==> src/rtl/cgra0_pkg.sv <==
// rtl/cgra0_pkg.sv - shared state encoding and default constants for the cgra0 configuration controller
//
// Contents:
//   state_t           controller FSM states
//   FLUSH_CYCLES_DEF  default conf-bus pipeline depth (input register plus four chained registers)

package cgra0_pkg;

  typedef enum logic [2:0] {
    ST_IDLE  = 3'd0,
    ST_LOAD  = 3'd1,
    ST_FLUSH = 3'd2,
    ST_INIT  = 3'd3,
    ST_RUN   = 3'd4,
    ST_DONE  = 3'd5
  } state_t;

  localparam int FLUSH_CYCLES_DEF = 5;

endpackage

==> src/rtl/cgra0_conf_ctrl_reg_pipe.sv <==
// rtl/cgra0_conf_ctrl_reg_pipe.sv - conf bus output register, zero when no word is valid
//
// Ports:
//   clk    in   clock
//   rst    in   asynchronous active-high reset
//   valid  in   data carries a configuration word this cycle
//   data   in   WIDTH  configuration word from memory
//   q      out  WIDTH  registered word, all-zero (no-op) when the word was not valid

module cgra0_conf_ctrl_reg_pipe #(
  parameter int WIDTH = 64
) (
  input  logic             clk,
  input  logic             rst,
  input  logic             valid,
  input  logic [WIDTH-1:0] data,
  output logic [WIDTH-1:0] q
);

  always_ff @(posedge clk or posedge rst) begin
    if (rst) begin
      q <= '0;
    end else begin
      q <= valid ? data : '0;
    end
  end

endmodule

==> src/rtl/cgra0_conf_ctrl.sv <==
// rtl/cgra0_conf_ctrl.sv - loads CGRA configuration, flushes the conf pipeline, runs and counts output writes
//
// Ports:
//   clk, rst        clock, asynchronous active-high reset
//   start           one-cycle configure-and-run request (IDLE only)
//   stop            abort request (RUN only)
//   num_conf        ADDR_WIDTH+1  number of configuration words, latched on start
//   num_out         CNT_WIDTH     expected output-FIFO writes, latched on start
//   conf_rd_en      config memory read strobe
//   conf_rd_addr    ADDR_WIDTH  config memory address
//   conf_rd_data    CONF_WIDTH  config memory data, one cycle after conf_rd_en
//   conf_bus_out    CONF_WIDTH  word driven to the CGRA conf bus, zero = no-op
//   fifo_out_we     CGRA output-FIFO write strobe
//   cgra_en         CGRA enable (RUN only)
//   cgra_rst        CGRA synchronous reset (INIT only)
//   busy            high outside IDLE
//   done            one-cycle completion pulse

module cgra0_conf_ctrl
  import cgra0_pkg::*;
#(
  parameter int CONF_WIDTH   = 64,
  parameter int ADDR_WIDTH   = 8,
  parameter int FLUSH_CYCLES = FLUSH_CYCLES_DEF,
  parameter int CNT_WIDTH    = 32
) (
  input  logic                  clk,
  input  logic                  rst,
  input  logic                  start,
  input  logic                  stop,
  input  logic [ADDR_WIDTH:0]   num_conf,
  input  logic [CNT_WIDTH-1:0]  num_out,
  output logic                  conf_rd_en,
  output logic [ADDR_WIDTH-1:0] conf_rd_addr,
  input  logic [CONF_WIDTH-1:0] conf_rd_data,
  output logic [CONF_WIDTH-1:0] conf_bus_out,
  input  logic                  fifo_out_we,
  output logic                  cgra_en,
  output logic                  cgra_rst,
  output logic                  busy,
  output logic                  done
);

  localparam int FW = $clog2(FLUSH_CYCLES + 1) + 1;
  localparam logic [ADDR_WIDTH:0]  ONE_A     = 1;
  localparam logic [CNT_WIDTH-1:0] ONE_C     = 1;
  localparam logic [FW-1:0]        ONE_F     = 1;
  localparam logic [FW-1:0]        FLUSH_END = FW'(FLUSH_CYCLES);

  state_t                state;
  state_t                state_next;
  logic [ADDR_WIDTH:0]   num_conf_q;
  logic [CNT_WIDTH-1:0]  num_out_q;
  logic [ADDR_WIDTH:0]   load_cnt;
  logic [FW-1:0]         flush_cnt;
  logic [CNT_WIDTH-1:0]  out_cnt;
  logic                  rd_valid;
  logic                  load_last;
  logic                  out_hit;

  assign load_last = (load_cnt == (num_conf_q - ONE_A));

  // Completion is seen either from the already-reached count (covers num_out=0)
  // or from the write landing this cycle, so DONE follows the last write directly.
  assign out_hit = (out_cnt == num_out_q) ||
                   (fifo_out_we && ((out_cnt + ONE_C) == num_out_q));

  always_ff @(posedge clk or posedge rst) begin
    if (rst) begin
      state <= ST_IDLE;
    end else begin
      state <= state_next;
    end
  end

  always_comb begin
    state_next   = state;
    conf_rd_en   = 1'b0;
    conf_rd_addr = '0;
    cgra_en      = 1'b0;
    cgra_rst     = 1'b0;
    busy         = 1'b1;
    done         = 1'b0;
    unique case (state)
      ST_IDLE: begin
        busy = 1'b0;
        if (start) begin
          state_next = (num_conf != '0) ? ST_LOAD : ST_FLUSH;
        end
      end
      ST_LOAD: begin
        conf_rd_en   = 1'b1;
        conf_rd_addr = load_cnt[ADDR_WIDTH-1:0];
        if (load_last) begin
          state_next = ST_FLUSH;
        end
      end
      ST_FLUSH: begin
        if (flush_cnt == FLUSH_END) begin
          state_next = ST_INIT;
        end
      end
      ST_INIT: begin
        cgra_rst   = 1'b1;
        state_next = ST_RUN;
      end
      ST_RUN: begin
        cgra_en = 1'b1;
        if (out_hit || stop) begin
          state_next = ST_DONE;
        end
      end
      ST_DONE: begin
        done       = 1'b1;
        state_next = ST_IDLE;
      end
      default: begin
        state_next = ST_IDLE;
      end
    endcase
  end

  always_ff @(posedge clk or posedge rst) begin
    if (rst) begin
      num_conf_q <= '0;
      num_out_q  <= '0;
      load_cnt   <= '0;
      flush_cnt  <= '0;
      out_cnt    <= '0;
      rd_valid   <= 1'b0;
    end else begin
      rd_valid <= conf_rd_en;
      unique case (state)
        ST_IDLE: begin
          if (start) begin
            num_conf_q <= num_conf;
            num_out_q  <= num_out;
            load_cnt   <= '0;
            flush_cnt  <= '0;
            out_cnt    <= '0;
          end
        end
        ST_LOAD: begin
          load_cnt <= load_cnt + ONE_A;
        end
        ST_FLUSH: begin
          flush_cnt <= flush_cnt + ONE_F;
        end
        ST_RUN: begin
          if (fifo_out_we && (out_cnt != num_out_q)) begin
            out_cnt <= out_cnt + ONE_C;
          end
        end
        default: begin
        end
      endcase
    end
  end

  cgra0_conf_ctrl_reg_pipe #(
    .WIDTH(CONF_WIDTH)
  ) u_reg_pipe (
    .clk  (clk),
    .rst  (rst),
    .valid(rd_valid),
    .data (conf_rd_data),
    .q    (conf_bus_out)
  );

endmodule

==> config.mk <==
export PLATFORM = sky130hd
export DESIGN_NAME = cgra0_conf_ctrl
export DESIGN_NICKNAME = d
export VERILOG_FILES = /design/src/rtl/cgra0_pkg.sv /design/src/rtl/cgra0_conf_ctrl_reg_pipe.sv /design/src/rtl/cgra0_conf_ctrl.sv
export SDC_FILE = /design/constraint.sdc
export NUM_CORES = 1
export LEC_CHECK = 0
export ABC_AREA = 1
export ABC_CLOCK_PERIOD_IN_PS = 5500
export CORE_ASPECT_RATIO = 1.5
export CORE_UTILIZATION = 40
export DETAILED_ROUTE_END_ITERATION = 10
export GPL_TIMING_DRIVEN = 0
export PLACE_DENSITY = 0.65
export SYNTH_ARGS = -nofsm -noshare
export SYNTH_HDL_FRONTEND = slang
export SYNTH_SLANG_ARGS = --single-unit
==> constraint.sdc <==
create_clock -name clk -period 5.5 [get_ports clk]
set_input_delay 0.825 -clock clk [delete_from_list [all_inputs] [get_ports clk]]
set_output_delay 0.825 -clock clk [all_outputs]
set_load 0.01 [all_outputs]
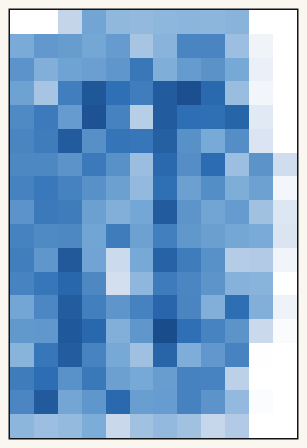
run_1/density.png
12 x 18 tiles, from white (low) to dark blue (high), 0 to 100% covered.
tiles over 75% full	12%
nearly empty tiles	8.3%
mean over tiles	51%
fullest tile	89%
Core ar.: 0.0199 mm2
utilization of the core after routing: 0.553
FP Util: 0.410

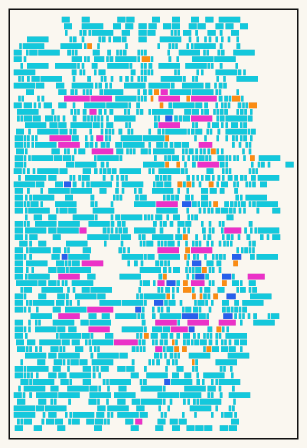
run_1/drive_strength.png
color	size	cells	share
magenta	drive 6 and up	34	2.7%
orange	drive 2	37	2.9%
cyan	drive 1 or less	1188	93%
blue	drive 3 to 4	16	1.3%
area added between synthesis and finish: 35.0%
Non-clock buffers: 218
Final WS setup: 1.92 ns
Finished Cell Area: 0.0110 mm2

==> Table 3: Implementation characteristics, run 1 <==
Physical design parameters

Parameter                              Value

Outcome
  Result of the run    completed

Layout
  Number of nets in the layout    1377
  Sequential cell area in the final layout    0.00385 mm2
  Multi-input gate share of the layout cell area    0.329
  Clock buffer count in the final layout    17
  Multi-input logic cell count    728

Final timing
  Relative slew margins    0.435
  Maximum clock rate    0.279 GHz
  Setup-violating endpoint count in the final report    0
  Worst hold margin    0.502 ns
  Pin slew with the least headroom to its limit    approximately 0.84 ns
  Max Clock Skew    0.00760 ns
  Hold Vio Cnt, Final    0

Power
  Flop+latch power    1.65 mW
  LEAKAGE    5.54 nW
  Power group with the highest consumption    combinational logic
  Clock group share of total power    0.273
  Combinational cell power    1.72 mW
  Pwr/cell area    approximately 420 mW/mm2
  Total power    4.64 mW
  Power of the clock network    1.27 mW
  Share of total power in combinational logic    0.371
  Internal power component    approximately 2.9 mW
  Net switching power figure    1.76 mW

Floorplanning
  IO Count    187
  Std cell rows    63
  Overall die width    approximately 120 um

Placed design
  Final weighted congestion in routability-driven placement    0.934
  Detailed placer's ending HPWL    18500 um
  Area post-placement    0.0104 mm2

Critical path
  Critical R2R Launch    out_cnt[29]$_DFFE_PP0P_
  Critical-path cell list    nor3_2 -> inv_1 -> clkbuf_1 -> nor2_1 -> clkdlybuf4s50_1
  Worst Setup End Kind    primary output
  Total stage count of the critical path    5
  Max incr delay on CP    0.69 ns
  Buffer-and-inverter tally for the worst setup path    3
  Largest fanout of any net on the critical path    10
  Data required time of the critical path    between 4 and 5 ns
  Number of cells on the worst reg-to-reg path    9
  Library cell contributing the largest single delay on the critical path    sky130_fd_sc_hd__nor3_2
  Category of the most critical setup path    reg2out

Run
  Maximum Capacitance Violations    0

Global route
  Global-route wire length before repair    38100 um
  Number of antenna violations at the first check in global routing    0
  All-Layer GR Usage    0.239

Yosys
  Commonest cells in the synthesized netlist    352 x sky130_fd_sc_hd__nand2_1, 154 x sky130_fd_sc_hd__dfrtp_1, 138 x sky130_fd_sc_hd__inv_1
  Synthesized flop and latch total    approximately 150
  Nets at Floorplan    1171
  Most frequently used flop master after synthesis    sky130_fd_sc_hd__dfrtp_1
  Number of instances in the synthesized netlist    1056
  Fraction of registers with async set/reset    1.00
  Netlist Area Pre-Place    0.00814 mm2

Worst hold path
  Worst hold path cell count    2
  Worst hold path startpoint    num_out_q[31]$_DFFE_PP0P_
  Class of the most critical hold timing path    reg2reg
  Worst Hold Endpoint    num_out_q[31]$_DFFE_PP0P_

Drt
  Final routed DRC violation total    0
  Sum of routed wire length over all layers    23700 um
  Iteration count of the initial detailed-routing pass    5
  Iter 0 DRT Violations    328
  Vias per inst    between 4 and 5
  Vias after detailed routing    7412
  Number of antenna-violating nets in the routed design    0
  Routed wire per std cell    15.4 um

Clocking
  Number of hold-repair buffers added at the cts stage    0
  Maximum buffer depth of the clock tree    2
  Clock tree sinks    154
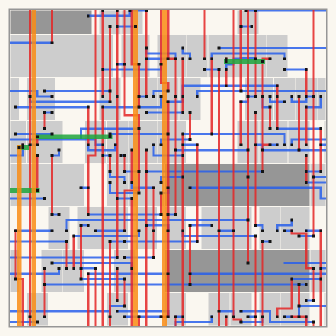
run_1/zoom.png
Window x 79 to 99, y 123 to 143 um. Cells in gray, sequential cells in the stronger gray; small squares are vias.
color	layer
orange	met4
red	met2
blue	met1
green	met3
sequential cells in the window	3
most frequent	nand2_1 (23), nand3_1 (9), nor2_1 (5)
netlist names of flops here include	`out_cnt` (3)
cells with their middle in the window	50

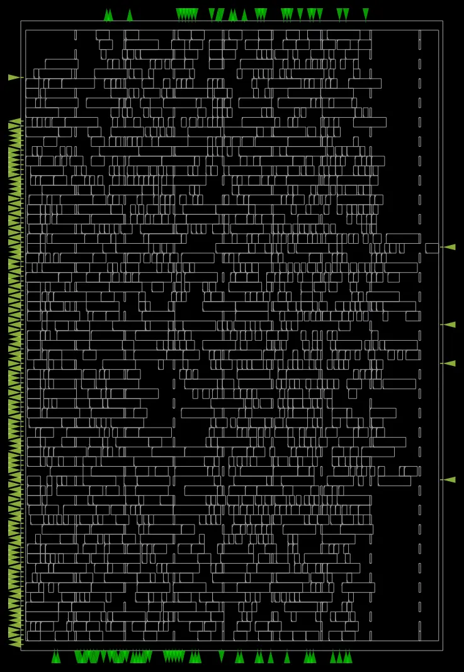
run_1/final_placement.png
number of sequential cells in the layout: 154
non-filler instance count after layout: 1535
share of cell area taken by flip-flops and latches: 0.351
fill cell count: 1938
well tap count: 260

-- run 1: worst reg2reg max path: stages (launching register included) --
cell and delay, ns:
sky130_fd_sc_hd__dfrtp_1 0.43, sky130_fd_sc_hd__xnor2_1 0.37, sky130_fd_sc_hd__nand2_1 0.09, sky130_fd_sc_hd__nor4_1 0.65, sky130_fd_sc_hd__nand2_1 0.23, sky130_fd_sc_hd__o21bai_4 0.31, sky130_fd_sc_hd__nand2_2 0.19, sky130_fd_sc_hd__buf_2 0.24
sky130_fd_sc_hd__nor2_1 0.11, sky130_fd_sc_hd__nor2_1 0.05
-- run 1: metal layers --
layer,share of wire,vias to the layer above,GRT usage
li1,-,3674,-
met1,0.35,3441,0.236
met2,0.53,242,0.445
met3,0.071,55,0.0722
met4,0.045,0,0.126
met5,0,-,0
-- run 1: kinds of logic (layout without fill, tap and decap cells) --
kind of cell,Yosys count,after routing,synth area share
and+or+nand+nor,600,600,0.324
buffers and inverters,174,393,0.0824
xor gates and xnor gates,63,63,0.0695
adders and majority gates,5,5,0.00769
DFF,154,154,0.473
AOI/OAI and AO/OA,60,60,0.0429
-- run 1: state kept, by name, indices dropped and copies added (netlist names) --
signal and count:
load_cnt 9, num_conf_q 9, num_out_q 32, flush_cnt 4
u_reg_pipe.q 64, rd_valid 1, state 3, out_cnt 32
-- run 1: per-stage QoR --
stage | setup slack [ns] | setup TNS [ns] | utilization
final | 1.92 | 0 | 0.553
after global routing | 1.74 | 0 | 0.553
after CTS | 1.88 | 0 | 0.553
after detailed placement | 2.38 | 0 | 0.522
after global placement | -1.69 | -257.20 | 0.520
after floorplan | 0.525 | 0 | -
run_1/pins.png
The bar under the picture is 20 um long. Pins as bars across the die edge, other pins in gray.
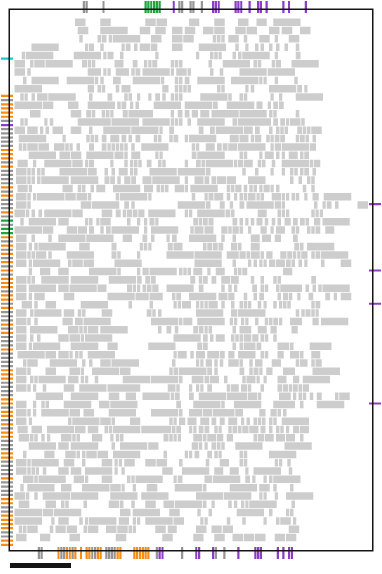

## Run 2: what changed since run 1
--- a/config.mk
+++ b/config.mk
@@ -6,12 +6,12 @@
 export NUM_CORES = 1
 export LEC_CHECK = 0
 export ABC_AREA = 1
-export ABC_CLOCK_PERIOD_IN_PS = 5500
+export ABC_CLOCK_PERIOD_IN_PS = 2900
 export CORE_ASPECT_RATIO = 1.5
 export CORE_UTILIZATION = 40
 export DETAILED_ROUTE_END_ITERATION = 10
 export GPL_TIMING_DRIVEN = 0
-export PLACE_DENSITY = 0.65
+export PLACE_DENSITY = 0.68
 export SYNTH_ARGS = -nofsm -noshare
 export SYNTH_HDL_FRONTEND = slang
 export SYNTH_SLANG_ARGS = --single-unit
==> constraint.sdc (replaced) <==
create_clock -name clk -period 2.9 [get_ports clk]
set_input_delay 0.435 -clock clk [delete_from_list [all_inputs] [get_ports clk]]
set_output_delay 0.435 -clock clk [all_outputs]
set_load 0.01 [all_outputs]
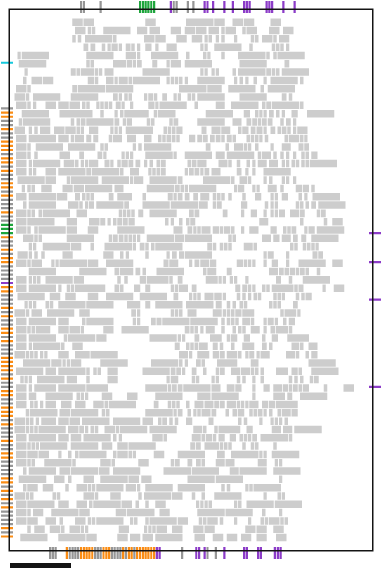
run_2/pins.png
The bar under the picture is 20 um long. Pins as bars across the die edge, other pins in gray.
color	port	pins	direction	edge
orange	`conf_bus_out`	64	output	45 left, 19 bottom
purple	`num_out`	32	input	14 top, 13 bottom, 4 right, 1 left
cyan	`clk`	1	input	left
green	`num_conf`	9	input	6 top, 3 left
all pins by edge	105 left, 51 bottom, 27 top, 4 right
count of buffers inserted at the top-level ports: 186
height of the chip: 177 um
overall die width: 118 um

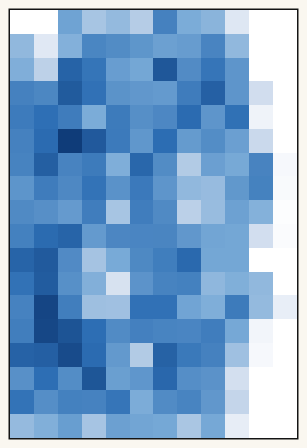
run_2/density.png
12 x 18 tiles, from white (low) to dark blue (high), 0 to 100% covered.
mean over tiles	51%
nearly empty tiles	11%
emptiest ninth of the die	bottom right
tiles over 75% full	13%
fullest tile	95%
utilization of the core after routing: 0.556

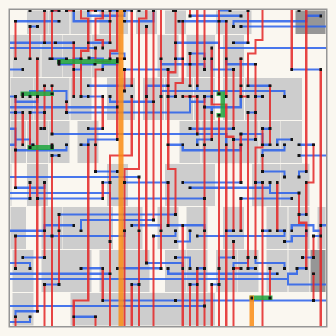
run_2/zoom.png
Window x 79 to 99, y 123 to 143 um. Cells in gray, sequential cells in the stronger gray; small squares are vias.

==> run 2 against run 1 <==
Clock skew rose by 0.0028 ns. Synthesized cell count unchanged. Via count decreased by 1.4%. Clock-buffer cell count rose by 6. Sequential share of layout area down 0.18 points. Non-clock buffer count rose by 5. Critical path depth did not move. Flip-flop count is the same. Worst hold slack worse by 0.12 ns. Worst setup slack got worse by 1.8 ns. Utilization up 0.28 points. Die area is the same. Critical endpoint is now cgra_en.
==> Table 3: Implementation characteristics, run 2 <==
Physical design parameters

Parameter                              Value

Yosys
  Nets at Floorplan    approximately 1200
  XOR-XNOR Cells, Area Fraction    0.0695
  Compound-cell area share of the yosys netlist    0.0429
  Fraction of registers with async set/reset    1.00
  Most frequently used flop master after synthesis    sky130_fd_sc_hd__dfrtp_1
  Synthesized flop and latch total    about 150
  Main combinational cell family by area after synthesis    simple AND/OR/NAND/NOR gates
  Commonest cells in the synthesized netlist    352 x sky130_fd_sc_hd__nand2_1, 154 x sky130_fd_sc_hd__dfrtp_1, 138 x sky130_fd_sc_hd__inv_1
  Fraction of the mapped netlist area in simple logic gates    0.324
  Area share of fa/ha/maj cells after synthesis    0.00769
  Number of instances in the synthesized netlist    approximately 1100
  Netlist Area Pre-Place    0.00814 mm2

Layout
  Non-clock buffers    223
  Flip-flop count of the largest register, all copies and words added    64
  Fill cell count    1849
  Non-filler instance count after layout    1540
  Clock buffer count in the final layout    23
  Registers with the highest flip-flop counts    u_reg_pipe.q (64), num_out_q (32), out_cnt (32)
  Multi-input logic cell count    728
  Number of sequential cells in the layout    154
  Largest register by flop count    u_reg_pipe.q
  Multi-input gate share of the layout cell area    0.328
  Number of nets in the layout    approximately 1400

Final timing
  Part of the cycle the worst path needs    0.958
  Hold Vio Cnt, Final    0
  Pin slew with the least headroom to its limit    0.800 ns
  Max Clock Skew    around 0.010 ns
  Relative slew margins    0.463
  Maximum clock rate    roughly 0.36 GHz
  Final WS setup    0.123 ns
  Worst hold margin    around 0.38 ns

Placed design
  Post-placement setup slack    around 0.16 ns
  Final weighted congestion in routability-driven placement    0.924
  Detailed placer's ending HPWL    18600 um

Worst hold path
  Class of the most critical hold timing path    in2async

Power
  Combinational cell power    ~3.3 mW
  Flop+latch power    3.13 mW
  Share of total power in combinational logic    0.382
  Power group with the highest consumption    combinational logic
  Power of the clock network    2.20 mW
  Clock group share of total power    0.256
  Internal power component    roughly 5.4 mW
  Net switching power figure    about 3.2 mW
  Pwr/cell area    781 mW/mm2
  LEAKAGE    5.58 nW

Global route
  Number of antenna violations at the first check in global routing    0
  Global-route wire length before repair    around 37000 um
  All-Layer GR Usage    0.235

Critical path
  Data required time of the critical path    ~2.5 ns
  Largest fanout of any net on the critical path    10
  Category of the most critical setup path    reg2out
  Worst Setup End Kind    primary output
  Number of cells on the worst reg-to-reg path    9
  Critical R2R Launch    out_cnt[29]$_DFFE_PP0P_

Floorplanning
  IO Count    187
  Well tap count    260
  Core ar.    around 0.020 mm2
  FP Util    0.410
  Std cell rows    63

Run
  Maximum Capacitance Violations    0

Drt
  Sum of routed wire length over all layers    23300 um
  Iteration count of the initial detailed-routing pass    5
  Routed wire per std cell    15.1 um
  Vias per inst    4.75
  Final routed DRC violation total    0
  Vias after detailed routing    7311
  Iter 0 DRT Violations    approximately 460
  Number of antenna-violating nets in the routed design    0

Clocking
  Number of hold-repair buffers added at the cts stage    0
  Maximum buffer depth of the clock tree    2
  CTS Buf Count    17
  Clock tree sinks    154

Outcome
  Result of the run    completed
==> run 2: netlist changes by cell type in the layout (fill, tap and decap cells not counted), moves of 2 or more <==
cell / previous run / this run
sky130_fd_sc_hd__inv_6: 7 / 1
sky130_fd_sc_hd__buf_12: 0 / 4
sky130_fd_sc_hd__clkbuf_8: 0 / 6
sky130_fd_sc_hd__bufinv_16: 3 / 1
sky130_fd_sc_hd__clkinv_8: 2 / 0
sky130_fd_sc_hd__clkinv_2: 0 / 4
==> run 2: cells by family after synthesis <==
| kind of cell | after synthesis |
|---|---|
| XOR/XNOR | 63 |
| flip-flops | 154 |
| buffers and inverters | 174 |
| adder cells (fa/ha/maj) | 5 |
| AND/OR/NAND/NOR | 600 |
| AND-OR/OR-AND | 60 |
==> run 2: per-stage QoR <==
stage	area, um2	TNS (ns)	util
after CTS	11000	0	0.556
after floorplan	8140	0	-
after global routing	11000	0	0.556
after global placement	10300	-128.50	0.520
after detailed placement	10400	0	0.526
final	11000	0	0.556
==> run 2: critical path: stages, from the launching register on <==
cell and delay, ns:
sky130_fd_sc_hd__dfrtp_1 0.45, sky130_fd_sc_hd__nor2_1 0.13, sky130_fd_sc_hd__inv_1 0.08, sky130_fd_sc_hd__nor2_2 0.31
sky130_fd_sc_hd__clkbuf_2 0.35, sky130_fd_sc_hd__clkdlybuf4s50_1 0.60
==> run 2: routing by layer <==
| layer | share of wire | up-vias | track usage | routed length (um) |
|---|---|---|---|---|
| li1 | - | 3683 | - | - |
| met1 | 0.35 | 3364 | 0.228 | 8130 |
| met2 | 0.54 | 209 | 0.441 | 12600 |
| met3 | 0.067 | 55 | 0.0773 | 1550 |
| met4 | 0.041 | 0 | 0.120 | 960 |
| met5 | 0 | - | 0 | 0 |
Power is estimated from default activity; no workload was simulated.
